**Placement view**

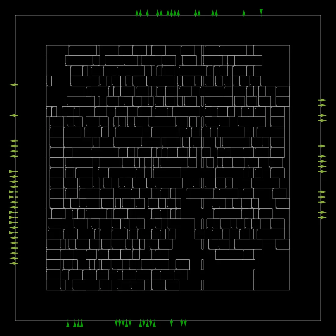
**Clock wires, drivers and flops**

Scale bar: 20 um.
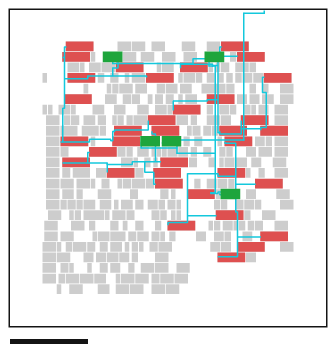
**Metal layers overlaid**

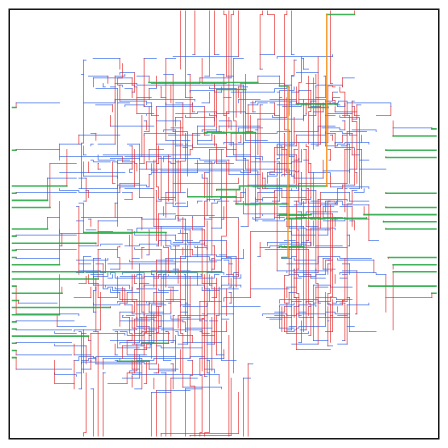
**A small window of the routed layout**

Window x 21 to 61, y 4 to 44 um. Cells in gray, sequential cells in the stronger gray; small squares are vias.
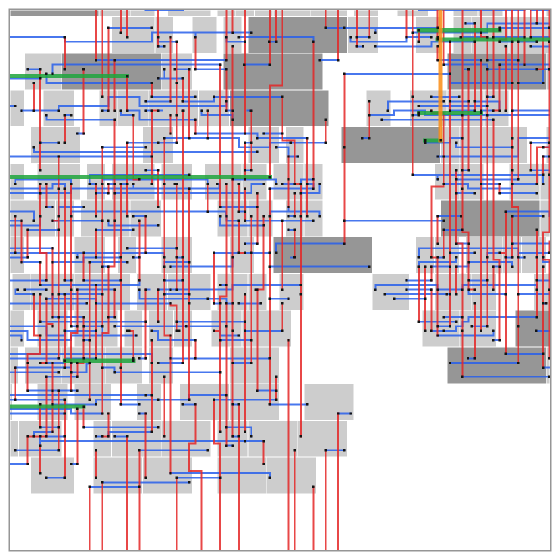
--- src/rtl/mc_ctrl_pkg.sv ---
`default_nettype none
// ============================================================================
// Module      : mc_ctrl_pkg
// Description : Shared encodings for the multi-cycle MIPS control unit.
// Revision    : 1.0 - initial release
// ============================================================================
package mc_ctrl_pkg;

    typedef enum logic [2:0] {
        ST_FETCH  = 3'd0,
        ST_DECODE = 3'd1,
        ST_EXEC   = 3'd2,
        ST_MEM    = 3'd3,
        ST_WB     = 3'd4
    } state_e;

    localparam logic [5:0] c_OP_RTYPE = 6'b000000;
    localparam logic [5:0] c_OP_ORI   = 6'b001101;
    localparam logic [5:0] c_OP_LW    = 6'b100011;
    localparam logic [5:0] c_OP_SW    = 6'b101011;
    localparam logic [5:0] c_OP_BEQ   = 6'b000100;
    localparam logic [5:0] c_OP_LUI   = 6'b001111;
    localparam logic [5:0] c_OP_JAL   = 6'b000011;

    localparam logic [5:0] c_FN_NOP   = 6'b000000;
    localparam logic [5:0] c_FN_ADDU  = 6'b100001;
    localparam logic [5:0] c_FN_SUBU  = 6'b100011;
    localparam logic [5:0] c_FN_JR    = 6'b001000;

    localparam logic [2:0] c_ALU_ADD  = 3'd0;
    localparam logic [2:0] c_ALU_SUB  = 3'd1;
    localparam logic [2:0] c_ALU_OR   = 3'd2;

    localparam logic [1:0] c_NPC_PC4  = 2'd0;
    localparam logic [1:0] c_NPC_BR   = 2'd1;
    localparam logic [1:0] c_NPC_JUMP = 2'd2;
    localparam logic [1:0] c_NPC_REG  = 2'd3;

    localparam logic [1:0] c_GRF_SRC_MEM = 2'd0;
    localparam logic [1:0] c_GRF_SRC_ALU = 2'd1;
    localparam logic [1:0] c_GRF_SRC_LUI = 2'd2;
    localparam logic [1:0] c_GRF_SRC_PC4 = 2'd3;

    localparam logic [1:0] c_GRF_DST_RT = 2'd0;
    localparam logic [1:0] c_GRF_DST_RD = 2'd1;
    localparam logic [1:0] c_GRF_DST_RA = 2'd2;

    localparam logic [1:0] c_ALU_IN_IMM = 2'd0;
    localparam logic [1:0] c_ALU_IN_REG = 2'd1;

    localparam logic       c_EXT_ZERO = 1'b0;
    localparam logic       c_EXT_SIGN = 1'b1;

    // One bit per recognised instruction; at most one is set.
    typedef struct packed {
        logic nop;
        logic addu;
        logic subu;
        logic jr;
        logic ori;
        logic lw;
        logic sw;
        logic beq;
        logic lui;
        logic jal;
    } instr_cls_t;

endpackage
`default_nettype wire

--- src/rtl/mc_ctrl_decode.sv ---
`default_nettype none
// ============================================================================
// Module      : mc_decode
// Description : Maps opcode/func to an instruction-class one-hot and an
//               illegal-instruction flag. Purely combinational.
// Revision    : 1.0 - initial release
// ============================================================================
module mc_decode
    import mc_ctrl_pkg::*;
(
    input  logic [5:0]  i_opcode,
    input  logic [5:0]  i_func,
    output instr_cls_t  o_cls,
    output logic        o_illegal
);

    always_comb begin
        o_cls     = '0;
        o_illegal = 1'b0;
        case (i_opcode)
            c_OP_RTYPE: begin
                // opcode 0 with func 0 is taken as the all-zero nop word
                case (i_func)
                    c_FN_NOP:  o_cls.nop  = 1'b1;
                    c_FN_ADDU: o_cls.addu = 1'b1;
                    c_FN_SUBU: o_cls.subu = 1'b1;
                    c_FN_JR:   o_cls.jr   = 1'b1;
                    default:   o_illegal  = 1'b1;
                endcase
            end
            c_OP_ORI: o_cls.ori = 1'b1;
            c_OP_LW:  o_cls.lw  = 1'b1;
            c_OP_SW:  o_cls.sw  = 1'b1;
            c_OP_BEQ: o_cls.beq = 1'b1;
            c_OP_LUI: o_cls.lui = 1'b1;
            c_OP_JAL: o_cls.jal = 1'b1;
            default:  o_illegal = 1'b1;
        endcase
    end

endmodule
`default_nettype wire

--- src/rtl/mc_ctrl.sv ---
`default_nettype none
// ============================================================================
// Module      : mc_ctrl
// Description : Multi-cycle MIPS control unit (FETCH/DECODE/EXEC/MEM/WB)
//               with optional MEM timeout and retired-instruction counter.
// Revision    : 1.0 - initial release
// ============================================================================
module mc_ctrl
    import mc_ctrl_pkg::*;
#(
    parameter int RETIRE_W    = 32,
    parameter int MEM_TIMEOUT = 0
) (
    input  logic                clk,
    input  logic                reset,
    input  logic [5:0]          opCode,
    input  logic [5:0]          func,
    input  logic                equalAlu,
    input  logic                memReady,
    output logic                irWriteEn,
    output logic                pcWriteEn,
    output logic [1:0]          npcSel,
    output logic                regWriteEn,
    output logic                memWriteEn,
    output logic                memReadEn,
    output logic [2:0]          aluOp,
    output logic                extOp,
    output logic [1:0]          aluInOp,
    output logic [1:0]          grfWriteOp,
    output logic [1:0]          grfWriteAddrOp,
    output logic                instrDone,
    output logic                illegal,
    output logic                memTimeout,
    output logic [2:0]          state,
    output logic [RETIRE_W-1:0] retired
);

    localparam int WAIT_W = (MEM_TIMEOUT > 1) ? $clog2(MEM_TIMEOUT) : 1;
    localparam logic [WAIT_W-1:0] c_WAIT_LAST =
        WAIT_W'((MEM_TIMEOUT > 0) ? MEM_TIMEOUT - 1 : 0);

    state_e                 state_q, state_d;
    logic [RETIRE_W-1:0]    retired_q, retired_d;
    logic                   mem_timeout_q, mem_timeout_d;
    logic [WAIT_W-1:0]      wait_q, wait_d;

    instr_cls_t             w_cls;
    logic                   w_illegal;
    logic                   w_timeout_hit;

    mc_decode u_decode (
        .i_opcode  (opCode),
        .i_func    (func),
        .o_cls     (w_cls),
        .o_illegal (w_illegal)
    );

    // Abort fires in the MEM_TIMEOUT-th MEM cycle if memReady is still low.
    assign w_timeout_hit = (MEM_TIMEOUT != 0) && (state_q == ST_MEM) &&
                           (wait_q == c_WAIT_LAST) && !memReady;

    always_comb begin
        state_d       = state_q;
        wait_d        = '0;
        mem_timeout_d = mem_timeout_q | w_timeout_hit;
        retired_d     = retired_q + RETIRE_W'(instrDone);
        case (state_q)
            ST_FETCH:  state_d = ST_DECODE;
            ST_DECODE: begin
                if (w_cls.jal)                      state_d = ST_WB;
                else if (w_cls.nop || w_illegal)    state_d = ST_FETCH;
                else                                state_d = ST_EXEC;
            end
            ST_EXEC: begin
                if (w_cls.lw || w_cls.sw)           state_d = ST_MEM;
                else if (w_cls.beq || w_cls.jr)     state_d = ST_FETCH;
                else                                state_d = ST_WB;
            end
            ST_MEM: begin
                if (memReady) begin
                    state_d = w_cls.lw ? ST_WB : ST_FETCH;
                end else if (w_timeout_hit) begin
                    state_d = ST_FETCH;
                end else begin
                    state_d = ST_MEM;
                    wait_d  = wait_q + WAIT_W'(1);
                end
            end
            ST_WB:     state_d = ST_FETCH;
            default:   state_d = ST_FETCH;
        endcase
    end

    always_ff @(posedge clk) begin
        if (!reset) begin
            state_q       <= ST_FETCH;
            retired_q     <= '0;
            mem_timeout_q <= 1'b0;
            wait_q        <= '0;
        end else begin
            state_q       <= state_d;
            retired_q     <= retired_d;
            mem_timeout_q <= mem_timeout_d;
            wait_q        <= wait_d;
        end
    end

    always_comb begin
        irWriteEn      = 1'b0;
        pcWriteEn      = 1'b0;
        npcSel         = c_NPC_PC4;
        regWriteEn     = 1'b0;
        memWriteEn     = 1'b0;
        memReadEn      = 1'b0;
        aluOp          = c_ALU_ADD;
        extOp          = c_EXT_ZERO;
        aluInOp        = c_ALU_IN_IMM;
        grfWriteOp     = c_GRF_SRC_MEM;
        grfWriteAddrOp = c_GRF_DST_RT;
        instrDone      = 1'b0;
        illegal        = 1'b0;

        // IR still holds the previous word during FETCH, so selects stay idle
        if (state_q != ST_FETCH) begin
            if (w_cls.subu || w_cls.beq)                aluOp = c_ALU_SUB;
            else if (w_cls.ori)                         aluOp = c_ALU_OR;
            if (w_cls.lw || w_cls.sw || w_cls.beq)      extOp = c_EXT_SIGN;
            if (w_cls.addu || w_cls.subu || w_cls.beq)  aluInOp = c_ALU_IN_REG;
            if (w_cls.addu || w_cls.subu || w_cls.ori)  grfWriteOp = c_GRF_SRC_ALU;
            else if (w_cls.lui)                         grfWriteOp = c_GRF_SRC_LUI;
            else if (w_cls.jal)                         grfWriteOp = c_GRF_SRC_PC4;
            if (w_cls.addu || w_cls.subu)               grfWriteAddrOp = c_GRF_DST_RD;
            else if (w_cls.jal)                         grfWriteAddrOp = c_GRF_DST_RA;
        end

        case (state_q)
            ST_FETCH:  irWriteEn = 1'b1;
            ST_DECODE: begin
                illegal = w_illegal;
                if (w_cls.nop || w_illegal) begin
                    pcWriteEn = 1'b1;
                    instrDone = 1'b1;
                end
            end
            ST_EXEC: begin
                if (w_cls.beq) begin
                    pcWriteEn = 1'b1;
                    instrDone = 1'b1;
                    npcSel    = equalAlu ? c_NPC_BR : c_NPC_PC4;
                end else if (w_cls.jr) begin
                    pcWriteEn = 1'b1;
                    instrDone = 1'b1;
                    npcSel    = c_NPC_REG;
                end
            end
            ST_MEM: begin
                memWriteEn = w_cls.sw;
                memReadEn  = w_cls.lw;
                if (memReady && w_cls.sw) begin
                    pcWriteEn = 1'b1;
                    instrDone = 1'b1;
                end else if (w_timeout_hit) begin
                    pcWriteEn = 1'b1;
                end
            end
            ST_WB: begin
                regWriteEn = 1'b1;
                pcWriteEn  = 1'b1;
                instrDone  = 1'b1;
                npcSel     = w_cls.jal ? c_NPC_JUMP : c_NPC_PC4;
            end
            default: ;
        endcase

        if (!reset) begin
            irWriteEn  = 1'b0;
            pcWriteEn  = 1'b0;
            regWriteEn = 1'b0;
            memWriteEn = 1'b0;
            memReadEn  = 1'b0;
            instrDone  = 1'b0;
            illegal    = 1'b0;
        end
    end

    assign state      = state_q;
    assign retired    = retired_q;
    assign memTimeout = mem_timeout_q;

endmodule
`default_nettype wire

--- config.mk ---
export PLATFORM = sky130hd
export DESIGN_NAME = mc_ctrl
export DESIGN_NICKNAME = d
export VERILOG_FILES = /design/src/rtl/mc_ctrl_pkg.sv /design/src/rtl/mc_ctrl_decode.sv /design/src/rtl/mc_ctrl.sv
export SDC_FILE = /design/constraint.sdc
export NUM_CORES = 1
export LEC_CHECK = 0
export CORE_MARGIN = 8
export CORE_UTILIZATION = 49
export DETAILED_ROUTE_END_ITERATION = 16
export PLACE_DENSITY = 0.82
export SLEW_MARGIN = 20
export SYNTH_ARGS = -nofsm -noshare
export SYNTH_HDL_FRONTEND = slang
export SYNTH_SLANG_ARGS = --single-unit
--- constraint.sdc ---
create_clock -name clk -period 7.4 [get_ports clk]
set_input_delay 1.48 -clock clk [delete_from_list [all_inputs] [get_ports clk]]
set_output_delay 1.48 -clock clk [all_outputs]
set_load 0.005 [all_outputs]
==> flow_metrics.tcl <==
# metrics dict for downstream scripts
set metrics [dict create \
    status "finished clean" \
    worstPathRequired_ps 5920 \
    min_to "retired[21]$_SDFF_PN0_" \
    postCtsHoldBufs 0 \
    finalSetupViolCount 0 \
    crit_type "in2out" \
    period_used_pct 74.0 \
    power_mw 0.359 \
    path_common_cell "clkdlybuf4s50_1" \
    cap_violations 0 \
    dpl.cell_count 364 \
    pg_comb_mw 0.0344 \
    wirelength_um 5850 \
    drt-wirelength-per-cell_um 15.7 \
    io_pins 71 \
    cts_tree "built" \
    compound_area_share_pct 16.6 \
    xor_area_share_pct 6.26 \
    reg2regPathDepth 10 \
    crit_fanout 9 \
    busiest_layer "met2" \
    track_usage_pct 17.7 \
    p_clk_mw 0.133 \
    final.setup.tns_ps 0 \
    drt_iter0_drc 180 \
    post-cts-setup-buffers 0 \
    path_depth 6 \
    die_w_um 81.4 \
    comb_area_share_pct 45.0 \
    numSynthFlops 35 \
    wl_met2_um 2800 \
    critPathArrivalTime_ps 4000 \
    startpoint "opCode[2]" \
    mux_area_share_pct 0 \
    placed_area_um2 2730 \
    routed_via_density 5.90 \
    inverters 8 \
]
About 'placement view':
CORE AREA: 4230 um2
sequential share of cell area: 24.9%
Final Instance Count excl. Fillers: 372
Core Rows: 24
# Taps: 52

About 'clock wires, drivers and flops':
[red] flip-flops | count: 35
[cyan] clock wires | length: 462 um
[green] clock drivers | count: 5
routed clock nets: 6

About 'metal layers overlaid':
[blue] metal 1 | wire length: 2,540 um
[green] metal 3 | wire length: 440 um
[red] metal 2 | wire length: 2,800 um
[orange] metal 4 | wire length: 65.3 um

About 'a small window of the routed layout':
[orange] metal 4
[red] metal 2
[green] metal 3
[blue] metal 1
sequential cells in the window: 9
cells with their middle in the window: 108
most frequent: clkdlybuf4s50_1 (13), dfxtp_1 (9), nor2_1 (8)
netlist names of flops here include: `retired` (6), `state` (3)

